$ cat src/rtl/conv_encoder_punct_if.sv
// Serial bit-stream handshake between the scrambler, the convolutional encoder and the interleaver.
// The encoder is the slave: it receives data bits and returns coded bits.
interface conv_encoder_punct_if;
   logic       frame_start;
   logic [1:0] rate_sel;
   logic       bit_in;
   logic       in_valid;
   logic       in_ready;
   logic       coded_bit;
   logic       out_valid;
   logic       out_ready;

   modport master (
      output frame_start, rate_sel, bit_in, in_valid, out_ready,
      input  in_ready, coded_bit, out_valid
   );

   modport slave (
      input  frame_start, rate_sel, bit_in, in_valid, out_ready,
      output in_ready, coded_bit, out_valid
   );
endinterface

$ cat src/rtl/conv_encoder_punct.sv
// K=7 rate-1/2 convolutional encoder (g0=133o, g1=171o) with 802.11a puncturing to 2/3 or 3/4.
// Accepts one data bit, then serially emits the kept coded bits before accepting the next one.
//
// state  | meaning
// IDLE   | ready for the next data bit; frame_start honoured here
// EMIT_A | presenting the g0 output bit
// EMIT_B | presenting the g1 output bit
module conv_encoder_punct #(
   parameter logic [5:0] RST_STATE = 6'b000000
) (
   input logic                clk,
   input logic                rst_n,
   conv_encoder_punct_if.slave bus
);

   typedef enum logic [1:0] {IDLE, EMIT_A, EMIT_B} state_t;

   localparam logic [1:0] RATE_1_2 = 2'b00;
   localparam logic [1:0] RATE_2_3 = 2'b01;
   localparam logic [1:0] RATE_3_4 = 2'b10;

   state_t     state_q, state_d;
   logic [5:0] sr_q;
   logic [1:0] phase_q;
   logic [1:0] rate_q;
   logic       a_q, b_q, keep_b_q;

   logic       idle;
   logic       accept;
   logic       fs_hit;
   logic [5:0] sr_eff;
   logic [1:0] phase_eff;
   logic [1:0] rate_eff;
   logic [1:0] rate_sel_map;
   logic [1:0] phase_next;
   logic       a_new, b_new;
   logic       keep_a_new, keep_b_new;

   assign idle         = (state_q == IDLE);
   assign bus.in_ready = idle & rst_n;
   assign accept       = bus.in_valid & bus.in_ready;
   assign fs_hit       = idle & bus.frame_start;

   // reserved code 11 falls back to rate 1/2
   assign rate_sel_map = (bus.rate_sel == 2'b11) ? RATE_1_2 : bus.rate_sel;

   // a frame_start coinciding with a data bit encodes that bit from the fresh frame context
   assign sr_eff    = fs_hit ? RST_STATE    : sr_q;
   assign phase_eff = fs_hit ? 2'd0         : phase_q;
   assign rate_eff  = fs_hit ? rate_sel_map : rate_q;

   assign a_new = bus.bit_in ^ sr_eff[1] ^ sr_eff[2] ^ sr_eff[4] ^ sr_eff[5];
   assign b_new = bus.bit_in ^ sr_eff[0] ^ sr_eff[1] ^ sr_eff[2] ^ sr_eff[5];

   always_comb begin
      keep_a_new = 1'b1;
      keep_b_new = 1'b1;
      phase_next = 2'd0;
      case (rate_eff)
         RATE_2_3: begin
            keep_b_new = (phase_eff == 2'd0);
            phase_next = (phase_eff == 2'd1) ? 2'd0 : 2'd1;
         end
         RATE_3_4: begin
            keep_a_new = (phase_eff != 2'd2);
            keep_b_new = (phase_eff != 2'd1);
            phase_next = (phase_eff == 2'd2) ? 2'd0 : phase_eff + 2'd1;
         end
         default: begin
            keep_a_new = 1'b1;
            keep_b_new = 1'b1;
            phase_next = 2'd0;
         end
      endcase
   end

   always_comb begin
      state_d       = state_q;
      bus.out_valid = 1'b0;
      bus.coded_bit = 1'b0;
      case (state_q)
         IDLE: begin
            if (accept)
               state_d = keep_a_new ? EMIT_A : EMIT_B;
         end
         EMIT_A: begin
            bus.out_valid = 1'b1;
            bus.coded_bit = a_q;
            if (bus.out_ready)
               state_d = keep_b_q ? EMIT_B : IDLE;
         end
         EMIT_B: begin
            bus.out_valid = 1'b1;
            bus.coded_bit = b_q;
            if (bus.out_ready)
               state_d = IDLE;
         end
         default: state_d = IDLE;
      endcase
   end

   always_ff @(posedge clk) begin
      if (!rst_n) begin
         state_q  <= IDLE;
         sr_q     <= RST_STATE;
         phase_q  <= 2'd0;
         rate_q   <= RATE_1_2;
         a_q      <= 1'b0;
         b_q      <= 1'b0;
         keep_b_q <= 1'b0;
      end else begin
         state_q <= state_d;
         if (fs_hit) begin
            sr_q    <= RST_STATE;
            phase_q <= 2'd0;
            rate_q  <= rate_sel_map;
         end
         if (accept) begin
            sr_q     <= {sr_eff[4:0], bus.bit_in};
            phase_q  <= phase_next;
            a_q      <= a_new;
            b_q      <= b_new;
            keep_b_q <= keep_b_new;
         end
      end
   end

endmodule

$ cat src/flat_wrapper.sv
// flat-port wrapper written by rule: the top's interface ports become plain ports
module conv_encoder_punct_flat 
#(
   parameter logic [5:0] RST_STATE = 6'b000000
)
  (clk, rst_n, bus_frame_start, bus_rate_sel, bus_bit_in, bus_in_valid, bus_out_ready, bus_in_ready, bus_coded_bit, bus_out_valid);
  conv_encoder_punct_if bus_i ();
  input logic clk;
  input logic rst_n;
  input wire logic [$bits(bus_i.frame_start)-1:0] bus_frame_start;
  input wire logic [$bits(bus_i.rate_sel)-1:0] bus_rate_sel;
  input wire logic [$bits(bus_i.bit_in)-1:0] bus_bit_in;
  input wire logic [$bits(bus_i.in_valid)-1:0] bus_in_valid;
  input wire logic [$bits(bus_i.out_ready)-1:0] bus_out_ready;
  output wire logic [$bits(bus_i.in_ready)-1:0] bus_in_ready;
  output wire logic [$bits(bus_i.coded_bit)-1:0] bus_coded_bit;
  output wire logic [$bits(bus_i.out_valid)-1:0] bus_out_valid;
  assign bus_i.frame_start = bus_frame_start;
  assign bus_i.rate_sel = bus_rate_sel;
  assign bus_i.bit_in = bus_bit_in;
  assign bus_i.in_valid = bus_in_valid;
  assign bus_i.out_ready = bus_out_ready;
  assign bus_in_ready = bus_i.in_ready;
  assign bus_coded_bit = bus_i.coded_bit;
  assign bus_out_valid = bus_i.out_valid;
  conv_encoder_punct #(.RST_STATE(RST_STATE)) u_core (.clk(clk), .rst_n(rst_n), .bus(bus_i));
endmodule
$ cat config.mk
export PLATFORM = sky130hd
export DESIGN_NAME = conv_encoder_punct_flat
export DESIGN_NICKNAME = d
export VERILOG_FILES = /design/src/rtl/conv_encoder_punct_if.sv /design/src/rtl/conv_encoder_punct.sv /design/src/flat_wrapper.sv
export SDC_FILE = /design/constraint.sdc
export NUM_CORES = 1
export LEC_CHECK = 0
export ABC_CLOCK_PERIOD_IN_PS = 1700
export CAP_MARGIN = 20
export CORE_MARGIN = 3
export CORE_UTILIZATION = 47
export DETAILED_ROUTE_END_ITERATION = 16
export GPL_TIMING_DRIVEN = 0
export PLACE_DENSITY_LB_ADDON = 0.12
export REMOVE_ABC_BUFFERS = 1
export SLEW_MARGIN = 20
export SYNTH_ARGS = -nofsm -noshare
export SYNTH_HDL_FRONTEND = slang
export SYNTH_SLANG_ARGS = --single-unit
$ cat constraint.sdc
create_clock -name clk -period 1.7 [get_ports clk]
set_input_delay 0.17 -clock clk [delete_from_list [all_inputs] [get_ports clk]]
set_output_delay 0.17 -clock clk [all_outputs]
set_load 0.03 [all_outputs]
==> run notes, run 1 <==
Implementation run completed; key figures follow.

Final timing:
- The run puts the timing-limited maximum frequency at approximately 0.56 GHz.
- The run puts the time the final worst path needs with I/O delays and setup at between 1.5 and 2 ns.
- The final report lists the setup-violating endpoint count as 1.
- The run puts the hold violation total from the final report at 0.
- The run gives the final setup TNS as -0.07425 ns.
- The run gives the measured slew at the worst slew-check pin as 0.6437 ns.
- Setup repair after global routing could not meet its margin everywhere.
- The run gives the post-route clock skew as roughly 0.0086 ns.
- The run puts the max-slew violation count at 0.
- The final timing report gives a worst setup slack of -0.07425 ns.
- The run gives the final period utilization as 104.4%.

Worst hold path:
- Along the worst hold path, the cell count comes to 2.
- The type recorded for the worst min-delay path is flop to flop.
- Looking at hold timing, the worst path starts from u_core.sr_q[3].

Synth:
- The run puts the per-instance average area after synthesis at 8.305 sq um.
- The run gives the count of synthesis-stage warnings from yosys as 0.
- After synthesis, the design contains just over 100 cells according to Yosys.
- The commonest register cell is sky130_fd_sc_hd__dfxtp_1.
- The run puts the proportion of synthesized flip-flops having asynchronous set or reset at 0%.
- The run gives the top logic cell family in the synthesized netlist as simple AND/OR/NAND/NOR gates.
- Summing the areas of all compound-gate instances in the mapped netlist gives between 20 and 25% of the synthesized area.
- The most frequently used library cell after synthesis is sky130_fd_sc_hd__dfxtp_1.
- The run puts the number of register bits inferred by synthesis at 15.
- The run puts the adder-cell area share of the yosys netlist at between 10% and 20%.
- The run gives the gate count after technology mapping as just over 100.

Pwr:
- The run gives the reported combinational group power as between 400 and 500 uW.
- The run gives the sequential cell power as about 410 uW.
- The run gives the static leakage power as 0.0004357 uW.
- The run puts the fraction of power spent switching nets at a little under two fifths.
- The run gives the sequential share of power as between 30% and 40%.
- The run gives the combinational power share as 42.3%.
- The run gives the cell-internal power as 672.2 uW.
- The run gives the clock share of power as between 10% and 20%.
- The run gives the power group with the largest share as combinational logic.

Final layout:
- The run puts the final instance area at about 1100 sq um.
- The run gives the net count of the finished layout as around 130.
- The run puts the non-clock inverter count in the final layout at 7.
- The sequential cells in the finished layout cover a total of 305.3 sq um.
- Summing all multi-input logic gate instances after layout gives just under 600 sq um.
- The run gives the layout sequential cell count as 15.
- The run gives the data-path buffer share of cell area in the final layout as between 10% and 20%.
- The run puts the fill cell instance count of the final layout at between 100 and 150.
- The run gives the number of non-filler instances in the completed layout as approximately 140.
- The run gives the logic gate fraction of the total cell area as around 53%.
- The run puts the number of clock buffers in the layout at 3.
- The run puts the count of buffers not belonging to the clock network in the layout at 15.
- Per the final layout report, the fraction of cells sized above drive strength 1 comes to roughly 28%.
- The run gives the largest contributor to cell area by class as logic gates.
- Measured on the final layout, the clock distribution area share stands at between 2 and 2.5%.
- The most common logic cells in the final layout are sky130_fd_sc_hd__dfxtp_1 (13), sky130_fd_sc_hd__nand2_1 (11), sky130_fd_sc_hd__a21oi_1 (9).
- Counting only logic cells after layout, the most numerous master is sky130_fd_sc_hd__dfxtp_1.

Placement:
- At the placement stage, the worst setup path has a slack of -0.6847 ns.
- Summing all placed instances gives a cell area of between 900 and 1000 sq um.
- The run puts the total of buffers placed on input and output ports at 10.
- The final weighted congestion recorded by global placement is between 0.7 and 0.8.
- The run puts the number of placed instances with taps included at roughly 130.

Floorplanning:
- The run puts the die width at 48.46 um.
- The run gives the count of standard-cell rows as 14.
- The run puts the floorplan-stage core utilization at between 50% and 60%.
- The core region is roughly 1600 sq um.
- The run puts the chip area at roughly 2300 sq um.
- The run gives the number of top-level design ports as 11.

Outcome:
- The checks that failed: negative setup slack.
- The flow ran to the end, but the final reports show violations.

Worst setup path:
- The run puts the logic depth of the worst path, buffers included at 10.
- The run gives the cell with the biggest individual delay on the critical path as sky130_fd_sc_hd__dfxtp_2.
- The number of cells on the worst reg-to-reg path is 10.
- The number of buffers and inverters on the critical path is 1.
- The run gives the timing endpoint of the critical path as u_core.state_q[1].
- The signal on the critical path passes through inv_4 -> ha_4 -> nand2_4 -> nor3b_2 -> a21oi_2 -> ha_2 -> nand2_2 -> o41ai_2 -> o2111ai_1 -> o21ai_1.
- The setup path with the least slack is of type flop to flop.
- The run puts the worst reg-to-reg setup slack at -0.07 ns.
- The run gives the capturing point of the worst reg2reg path as u_core.state_q[1].
- In this run the critical register-to-register path is launched from u_core.state_q[1].
- Looking at the critical path, the highest net fanout was 4.

Clock tree:
- The clock drives 15 sinks.
- Post-CTS repair changed the size of 25 cells.
- The run puts the clock-pin slew of the registers on the worst-case setup and hold paths at 0.10 ns.
- Per the skew report, the later register of the worst-skew pair sees a clock latency of 0.29 ns.
- TritonCTS built the clock tree.

Run:
- The stage logs contain a warning count of 32.
- In this run the maximum-capacitance check reported violations numbering 0.

Global routing:
- The run gives the initial antenna violation count as 0.
- Entering global routing, the biggest net connects 20 pins.
- The run puts the via count of the first global-routing pass at between 600 and 700.
- The first global-routing pass estimated 3194 um of wire.

Route:
- The run puts the DRC marker count from the first detailed-route iteration at 14.
- The routed layout reports a DRC error count of 0.
- The run gives the tally of nets with antenna violations remaining after routing as 0.
## run 1: sequential cells by signal, indices dropped and copies added, names as in the netlist
name and count:
u_core.a_q 1, u_core.b_q 1, u_core.keep_b_q 1, u_core.phase_q 2
u_core.rate_q 2, u_core.sr_q 6, u_core.state_q 2
## run 1: routing by layer
| metal | share of wire (%) | up-vias | track usage, % |
|---|---|---|---|
| met5 | 0 | - | 0 |
| met4 | 0.70 | 0 | 4.265 |
| met3 | 4.3 | 2 | 5.828 |
| met2 | 48 | 14 | 26.61 |
| met1 | 47 | 350 | 23.14 |
| li1 | - | 387 | - |
## run 1: worst reg2reg max path: cells and delay by family (launching register included)
family | cells | cell delay, ns
compound gates | 4 | 0.68
fa+ha+maj | 2 | 0.40
buf+inv | 1 | 0.05
flops | 1 | 0.37
simple gates | 3 | 0.21
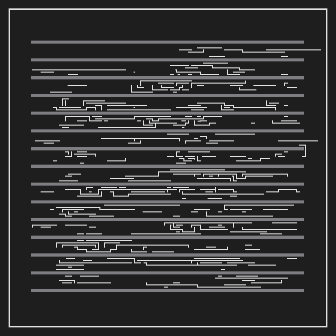
(run_1/m1.png)
Supply wires on this layer in gray.
The layer holds 47% of the routed length. The wires run mostly horizontal.
met1 demand-to-capacity share in global routing: 23.14%
Vias: 753
WL final: 1847 um

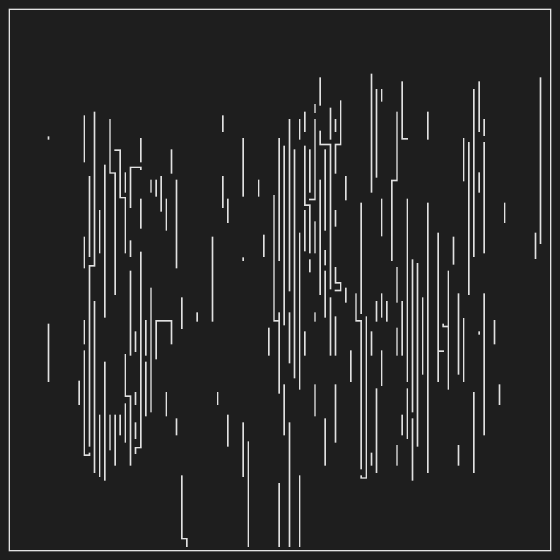
(run_1/m2.png)
The layer holds 48% of the routed length. The longest straight run is 24.1 um. The layer carries 886 um of wire. 103 nets have wire on it. The wires run mostly vertical.
global-route track usage on met2: 26.61%

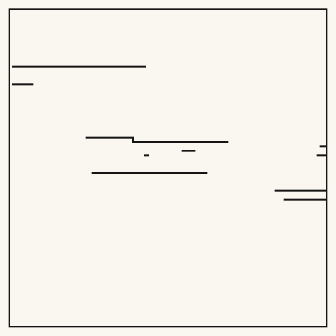
(run_1/m3.png)
The layer holds 4.4% of the routed length. The wires run mostly horizontal. 9 nets have wire on it.
global-route track usage on met3: 5.828%

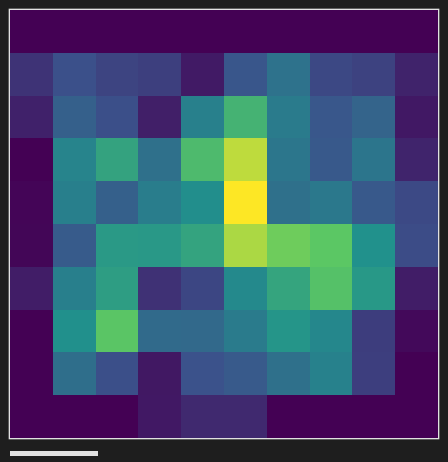
(run_1/route_heat.png)
Bar = 10 um. The die is cut into 10 by 10 equal tiles; dark purple is low, yellow is high, scaled to the fullest tile. Values are wire area over tile area, all layers added.
The densest ninth of the die: middle. 23% of the tiles are nearly empty. The mean over all tiles is 0.12.
Routed wire per std cell: 13.19 um
GR Util All Layers: 17.23%

==> run 2, diff against run 1 <==
- CTS_CLUSTER_SIZE: default -> 24
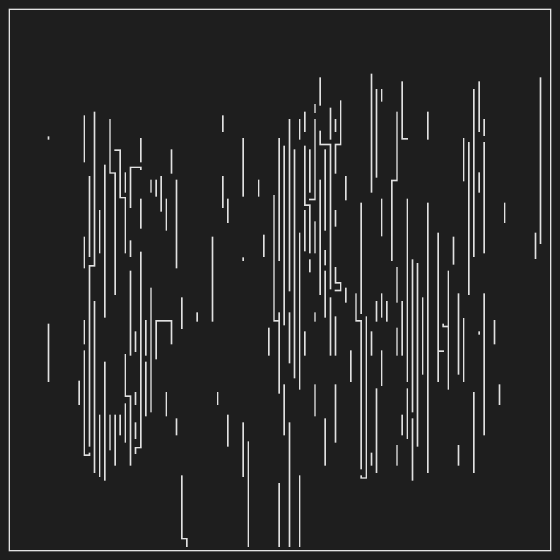
(run_2/m2.png)
The wires run mostly vertical. The longest straight run is 24.1 um. The layer holds 48% of the routed length. The layer carries 886 um of wire.

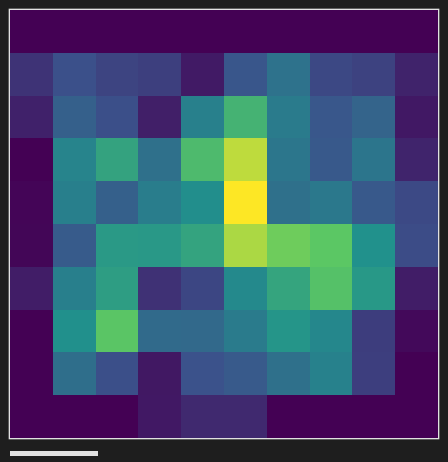
(run_2/route_heat.png)
Bar = 10 um. The die is cut into 10 by 10 equal tiles; dark purple is low, yellow is high, scaled to the fullest tile. Values are wire area over tile area, all layers added.
17% of the tiles are over half the peak. The mean over all tiles is 0.12. The fullest tile reaches 0.44. The densest ninth of the die: middle. 23% of the tiles are nearly empty.

==> run 2 against run 1 <==
  * Design area stayed put
  * Clock skew stayed put
  * Count of clock-buffer cells in the layout stayed put
  * The flow still finishes with violations (negative setup slack)
  * Clock power hardly changed
  * Final cell count stayed put
==> run notes, run 2 <==
Implementation run completed; key figures follow.

Final timing:
- The final hold violation count recorded for this run is 0.
- Static timing analysis puts the maximum clock frequency at 0.5636 GHz.
- Counting I/O delays and the setup requirement, the final critical path takes ~1.8 ns.
- The run gives the measured slew at the worst slew-check pin as about 0.64 ns.
- The final max-slew violation count recorded for this run is 0.
- Adding up every negative setup slack in the final design gives -0.07425 ns.
- Setup repair after global routing could not meet its margin everywhere.
- The run puts the final critical-path setup slack at -0.07425 ns.
- On the final layout, the worst clock skew is 0.008605 ns.
- The run gives the final period utilization as 104.4%.
- The run puts the setup-violating endpoint count in the final report at 1.

Run:
- The run puts the total number of warnings across the stage logs at 32.
- Max-cap violations in this run came to 0.

Clock tree:
- The run puts the clock insertion delay at the later pin of the skew report at 0.29 ns.
- For this design, the CTS-stage hold fixing added 0 buffers.
- The run gives the TritonCTS clock tree as yes.
- The run gives the count of cells resized by post-cts repair as 25.
- The run puts the maximum clock path buffer count at 2.
- The run puts the clock-pin slew of the registers on the worst-case setup and hold paths at approximately 0.1 ns.
- The run puts the number of clock sinks at 15.

Synth:
- Per the synth log, the flip-flop and latch total comes to 15.
- The run puts the xor and xnor fraction of the mapped netlist area at roughly 5.8%.
- The most used flip-flop cell after synthesis is sky130_fd_sc_hd__dfxtp_1.
- Ranked by instance count, the synthesized netlist is headed by sky130_fd_sc_hd__dfxtp_1 (15), sky130_fd_sc_hd__nand2_1 (13), sky130_fd_sc_hd__a21oi_1 (11).
- The run gives the per-instance average area after synthesis as ~8.3 sq um.
- The run puts the adder-cell area share of the yosys netlist at about a tenth.
- The run gives the top logic cell family in the synthesized netlist as simple AND/OR/NAND/NOR gates.
- The run puts the area share of the leading cell type in the synthesized netlist at a little over a third.
- The run gives the proportion of synthesized flip-flops having asynchronous set or reset as 0%.
- The run gives the dominant cell by count in the synthesized netlist as sky130_fd_sc_hd__dfxtp_1.
- The run puts the number of enable-type register cells in the synthesized netlist at 0.
- By area the synthesized netlist is led by sky130_fd_sc_hd__dfxtp_1 (35%), sky130_fd_sc_hd__ha_1 (10%), sky130_fd_sc_hd__a21oi_1 (6.5%).
- The run puts the synthesized-area fraction occupied by and/or/nand/nor cells at 22.30%.
- The run puts the gate count after technology mapping at ~100.
- The run puts the area fraction in compound gates after synthesis at just over 20%.
- The biggest area contributor in the post-synthesis netlist is sky130_fd_sc_hd__dfxtp_1.
- The synthesized netlist was found by Yosys to have 102 cells.
- The run gives the count of synthesis-stage warnings from yosys as 0.

Global routing:
- The via count of the first global-routing pass is roughly 670.
- The initial antenna violation count was 0.
- The run puts the wire length of the first global-routing pass at roughly 3200 um.
- The run gives the met1 usage as 23.14%.
- The run gives the global-route track usage on met3 as about 6%.
- The run puts the all-layer global routing usage at 17.23%.
- Entering global routing, the biggest net connects 20 pins.
- The run gives the busiest metal layer after global routing as met2.
- In the global route stage, met2 resource usage came out at approximately a quarter.

Worst setup path:
- The run puts the maximum fanout count along the critical path at 4.
- The timing report lists the critical path depth as 10 cells.
- The slowest stage of the critical path is the sky130_fd_sc_hd__dfxtp_2 cell.
- Logic depth along the worst register-to-register path is recorded as 10.
- The run gives the category of the most critical setup path as flop to flop.
- The run gives the reg-to-reg startpoint as u_core.state_q[1].
- The run gives the data arrival time of the critical path as ~2.0 ns.
- The run gives the launch point of the worst path as u_core.state_q[1].
- The run gives the worst reg-to-reg setup slack as -0.07 ns.
- The run gives the buffer and inverter count on the worst path as 1.
- The worst register-to-register path ends at u_core.state_q[1].
- Per STA, the endpoint of the critical path is u_core.state_q[1].
- The cell sequence reported for the critical path is inv_4 -> ha_4 -> nand2_4 -> nor3b_2 -> a21oi_2 -> ha_2 -> nand2_2 -> o41ai_2 -> o2111ai_1 -> o21ai_1.

Route:
- The run gives the final wirelength as ~1800 um.
- The run gives the DRC violation count after routing as 0.
- In the routed layout, each cell is associated on average with a via count of 5.379.
- The run puts the detailed-routed wire length on met2 at 885 um.
- Dividing the detail-routed wire length by the instance count gives about 13 um.
- The run gives the tally of nets with antenna violations remaining after routing as 0.
- The run gives the total routed wire length on the met1 layer as 866 um.
- The run puts the routed length on met3 at 80 um.
- The run gives the DRC marker count from the first detailed-route iteration as 14.
- Signal nets in the final route climb as high as met4.
- The run gives the via count of the routed design as between 700 and 800.

Pwr:
- The script computed a power per unit cell area of approximately 970 nW/um^2.
- The run gives the static leakage power as 0.0004357 uW.
- The run puts the combinational power share at 42.3%.
- The run puts the net switching component of the power at 399.9 uW.
- Power attributed to combinational cells is ~450 uW.
- The run puts the fraction of power spent switching nets at between 30 and 40%.
- The clock network consumes a total of about 210 uW.
- The run gives the power group with the largest share as combinational logic.
- The run gives the cell-internal power as slightly below 700 uW.
- Sequential cells burn a little under two fifths of the power.
- The sequential power reported by the tool is about 410 uW.
- The run puts the clock share of power at between 10% and 20%.

Final layout:
- The run gives the largest register by flop count as u_core.sr_q.
- The run gives the number of flip-flops under the largest register name as 6.
- The run puts the fraction of layout cells with a size suffix above 1 at between 20 and 30%.
- Per the cell usage report, the commonest logic cells after layout are sky130_fd_sc_hd__dfxtp_1 (13), sky130_fd_sc_hd__nand2_1 (11), sky130_fd_sc_hd__a21oi_1 (9).
- The run puts the net count of the finished layout at 132.
- The run gives the number of non-filler instances in the completed layout as ~140.
- The run gives the dominant logic cell type in the layout as sky130_fd_sc_hd__dfxtp_1.

Placement:
- The run gives the total of buffers placed on input and output ports as 10.
- The run puts the number of placed instances with taps included at about 130.
- The run gives the routability congestion estimate as around 0.76.

Worst hold path:
- The tightest min-delay check is of the flop to flop type.
- The launch point of the worst min-delay path is recorded as u_core.sr_q[3].
- The worst hold path was traced through 2 stages.

Floorplanning:
- In this run the horizontal extent of the chip is 48.46 um.
- The core region is 1594 sq um.
- In this run the core area contains 14 standard-cell rows.
- The run puts the number of top-level design ports at 11.
- The run puts the floorplan-stage core utilization at a little over half.
- In this run the full chip footprint comes out at about 2300 sq um.

Outcome:
- The final reports fail on negative setup slack.
- The flow ran to the end, but the final reports show violations.
run 2: stage by stage:
step	setup WS, ns	instance area, sq um	total power [uW]	hold slack (ns)
floorplan	-0.1037	827.0	640.6	0.2892
global route	-0.2601	1109	1143	0.4986
finish	-0.07425	1109	1072	0.4640
CTS	-0.06836	1062	1006	0.4690
detailed placement	-0.6847	957.2	742.3	0.4546
global placement	-0.7288	957.2	736.9	0.4480
run 2: layout make-up:
type / count / area [sq um]
clock buffers: 3 / 22.52
clock inverters: 1 / 5.005
fillers: 128 / 485.5
inverters: 7 / 31.28
multi-input cells: 75 / 585.6
flip-flops and latches: 15 / 305.3
well taps: 24 / 30.03
repair buffers: 15 / 128.9
==> run 3, diff against run 2 <==
- CORE_ASPECT_RATIO: default -> 0.8
- CTS_CLUSTER_SIZE: 24 -> default
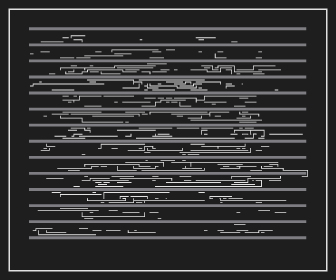
(run_3/m1.png)
Supply wires on this layer in gray.
The layer carries 880 um of wire. The layer holds 41% of the routed length. The wires run mostly horizontal. The longest straight run is 17.9 um. 117 nets have wire on it.
met1 demand-to-capacity share in global routing: 23.74%
Vias: 819

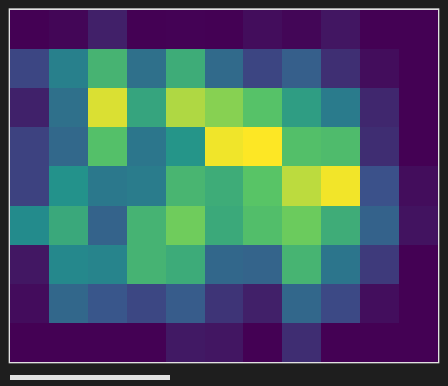
(run_3/route_heat.png)
Bar = 20 um. The die is cut into 11 by 9 equal tiles; dark purple is low, yellow is high, scaled to the fullest tile. Values are wire area over tile area, all layers added.
The fullest tile reaches 0.43. The emptiest ninth of the die: top right. 21% of the tiles are nearly empty.
Routed wire per std cell: 14.72 um
GR Util All Layers: 19.59%
WL final: 2135 um

==> run 3 against run 2 <==
  * The run still ends with negative setup slack left
  * Sequential power hardly changed
  * Die size is 0.13% higher
  * Sequential share of layout area down 2.1 points
  * Synthesized area is the same
  * Critical path depth is 2 higher
  * Register-to-register slack got worse by 0.13 ns
  * Critical path type unchanged
==> run notes, run 3 <==
Implementation run completed; key figures follow.

Placement:
- The run gives the worst setup timing slack at the placement stage as -0.7809 ns.
- The run gives the routability congestion estimate as around 0.7.
- The run puts the total of buffers placed on input and output ports at 10.

Synth:
- The run gives the dominant register cell in the synthesized netlist as sky130_fd_sc_hd__dfxtp_1.
- The run gives the xor and xnor fraction of the mapped netlist area as between 5 and 6%.
- The synthesized design contains 15 register bits.
- The run puts the number of cells in Yosys stat at around 100.
- Synthesis produced a little over 100 cells.
- The run gives the proportion of synthesized flip-flops having asynchronous set or reset as 0%.
- The post-synth count of flops with an enable pin is 0.
- By count the netlist is led by sky130_fd_sc_hd__dfxtp_1 (15), sky130_fd_sc_hd__nand2_1 (13), sky130_fd_sc_hd__a21oi_1 (11).
- The run puts the count of synthesis-stage warnings from yosys at 0.
- Sorting the synthesis cell report by count puts at the top sky130_fd_sc_hd__dfxtp_1.
- The run gives the per-instance average area after synthesis as 8.305 sq um.
- The run gives the adder-cell area share of the yosys netlist as about a tenth.
- Of the total synthesized cell area, the portion taken by AND, OR, NAND and NOR gates is 22.30%.
- Of all cell types, the one taking the most synthesized area is sky130_fd_sc_hd__dfxtp_1.
- The synthesis report lists the most area-consuming cells as sky130_fd_sc_hd__dfxtp_1 (35%), sky130_fd_sc_hd__ha_1 (10%), sky130_fd_sc_hd__a21oi_1 (6.5%).
- The run gives the area fraction in compound gates after synthesis as just over 20%.
- The synthesized design devotes to its leading area cell type between 30% and 40% of total area.
- Among the non-sequential cells, simple AND/OR/NAND/NOR gates take the most area.

Worst setup path:
- The run puts the cell depth of the worst flop-to-flop path at 12.
- For reference, the most critical setup path is categorized as flop to flop.
- In this run the worst path has a maximum fanout of 4.
- The worst-case reg-to-reg setup slack stands at -0.20 ns.
- The launch point of the worst register-to-register path is recorded as u_core.state_q[1].
- The number of buffers and inverters on the critical path is 5.
- In this run the worst setup path terminates at u_core.keep_b_q.
- The run gives the cell with the biggest individual delay on the critical path as sky130_fd_sc_hd__dfxtp_2.
- STA lists the endpoint of the worst register-to-register path as u_core.keep_b_q.
- The timing report lists the critical path depth as 12 cells.
- The run gives the data arrival time of the critical path as roughly 2.1 ns.
- Listed in order, past its start point the critical path passes inv_4 -> ha_4 -> nand2_4 -> buf_4 -> a21oi_2 -> inv_2 -> ha_4 -> buf_4 -> buf_4 -> o21ai_2 -> a31oi_1 -> a31o_2.
- Per STA, the startpoint of the critical path is u_core.state_q[1].
- The run puts the data required time at the worst endpoint at about 1.9 ns.

Route:
- The run puts the post-detailed-route via-to-cell ratio at approximately 5.6.
- Per the detail_route log, met2 wirelength is about 1100 um.
- The highest layer touched by signal routing is met4.
- Nets still carrying antenna violations after routing amount to 0.
- The run gives the DRC marker count from the first detailed-route iteration as 14.
- The run puts the routed length on met3 at 96 um.
- The run puts the total routed wire length on the met1 layer at 879 um.
- The run puts the DRC violation count after routing at 0.

Global routing:
- The run gives the global-route congestion overflow total as 0.
- The run puts the wire length of the first global-routing pass at 3353 um.
- For met2 alone, demand over resource in global routing was between 30% and 40%.
- The run puts the initial antenna violation count at 0.
- On met3, the global router reports a usage of between 6 and 7%.
- The run puts the largest net degree at the start of global routing at 20.
- The run gives the busiest metal layer after global routing as met2.
- The via count of the first global-routing pass came to about 780.

Final timing:
- The run gives the max-slew violation count as 0.
- The run gives the final period utilization as 112.0%.
- The run puts the hold violation total from the final report at 0.
- For the pin with the worst max-slew slack, the measured transition is between 0.6 and 0.7 ns.
- The final timing report counts setup violations totalling 6.
- The run gives the time the final worst path needs with I/O delays and setup as 1.904 ns.
- The tightest hold path in the finished design has a slack of 0.4820 ns.
- The run puts the final critical-path setup slack at -0.2042 ns.
- Across the routed clock network, the largest skew measured is around 0.014 ns.
- Setup repair after global routing could not meet its margin everywhere.
- Timing would allow up to ~0.53 GHz.

Floorplanning:
- After floorplanning, the core was sized to cover approximately 1700 sq um.
- The floorplan step defined a die boundary enclosing ~2400 sq um.
- The run gives the count of standard-cell rows as 13.
- The run gives the number of top-level design ports as 11.
- The run gives the floorplan-stage core utilization as approximately half.
- The run gives the die width as 53.47 um.
- The run gives the y dimension of the die as about 44 um.

Pwr:
- Per the OpenROAD power report, leakage power amounts to ~0.00048 uW.
- The run gives the ratio of total power to cell area as slightly below 1000 nW/um^2.

Final layout:
- In the layout the commonest cells are sky130_fd_sc_hd__buf_4 (13), sky130_fd_sc_hd__dfxtp_1 (13), sky130_fd_sc_hd__nand2_1 (10).
- The run gives the number of flip-flops under the largest register name as 6.
- At the end of the flow, the number of nets in the layout was approximately 140.
- The register with the most flip-flops in the final layout is u_core.sr_q.

Outcome:
- The final reports fail on negative setup slack.
- The run finished, with violations left.

Clock tree:
- The run gives the count of cells resized by post-cts repair as 33.
- TritonCTS built the clock tree.
- The tree built by TritonCTS fans out to 15 sinks.
- The clock reaches the later pin of the worst-skew pair after around 0.29 ns.
- Per the CTS log, the buffer count on the longest clock path is 2.
- The run gives the clock-pin slew of the registers on the worst-case setup and hold paths as about 0.11 ns.
- The run puts the number of buffers inserted for hold repair after clock tree synthesis at 0.

Worst hold path:
- In this run the most critical hold path is launched from u_core.sr_q[1].
- The run gives the path class of the lowest-slack min-delay path as flop to flop.
- The worst hold path was traced through 2 stages.

Run:
- The run gives the max-capacitance violation count as 0.
- The run gives the total number of warnings across the stage logs as 32.
run 3: cell type report:
type                    count  area [sq um]
repair buffers             22         176.4
inverters                   7         31.28
multi-input cells          75         624.3
clock inverters             1         5.005
clock buffers               3         22.52
flip-flops and latches     15         302.8
well taps                  22         27.53
fillers                   141         469.2
run 3: report_power, final:
part | switching, uW | internal [uW]
logic | 283 | 243
registers | 26.5 | 383
clock network | 127 | 87.5
total | 436 | 714
run 3: per-stage QoR:
step	cell area [sq um]	power [uW]	TNS (ns)	std cells	utilization [%]
finish	1190	1150	-0.6128	145	71.72
floorplan	827.0	640.6	-0.3634	97	-
global route	1190	1226	-1.292	145	71.72
CTS	1111	1090	-0.1427	140	66.97
global placement	954.7	735.9	-6.360	129	57.54
detailed placement	954.7	745.4	-6.421	129	57.54
Power and IR drop assume default switching activity.
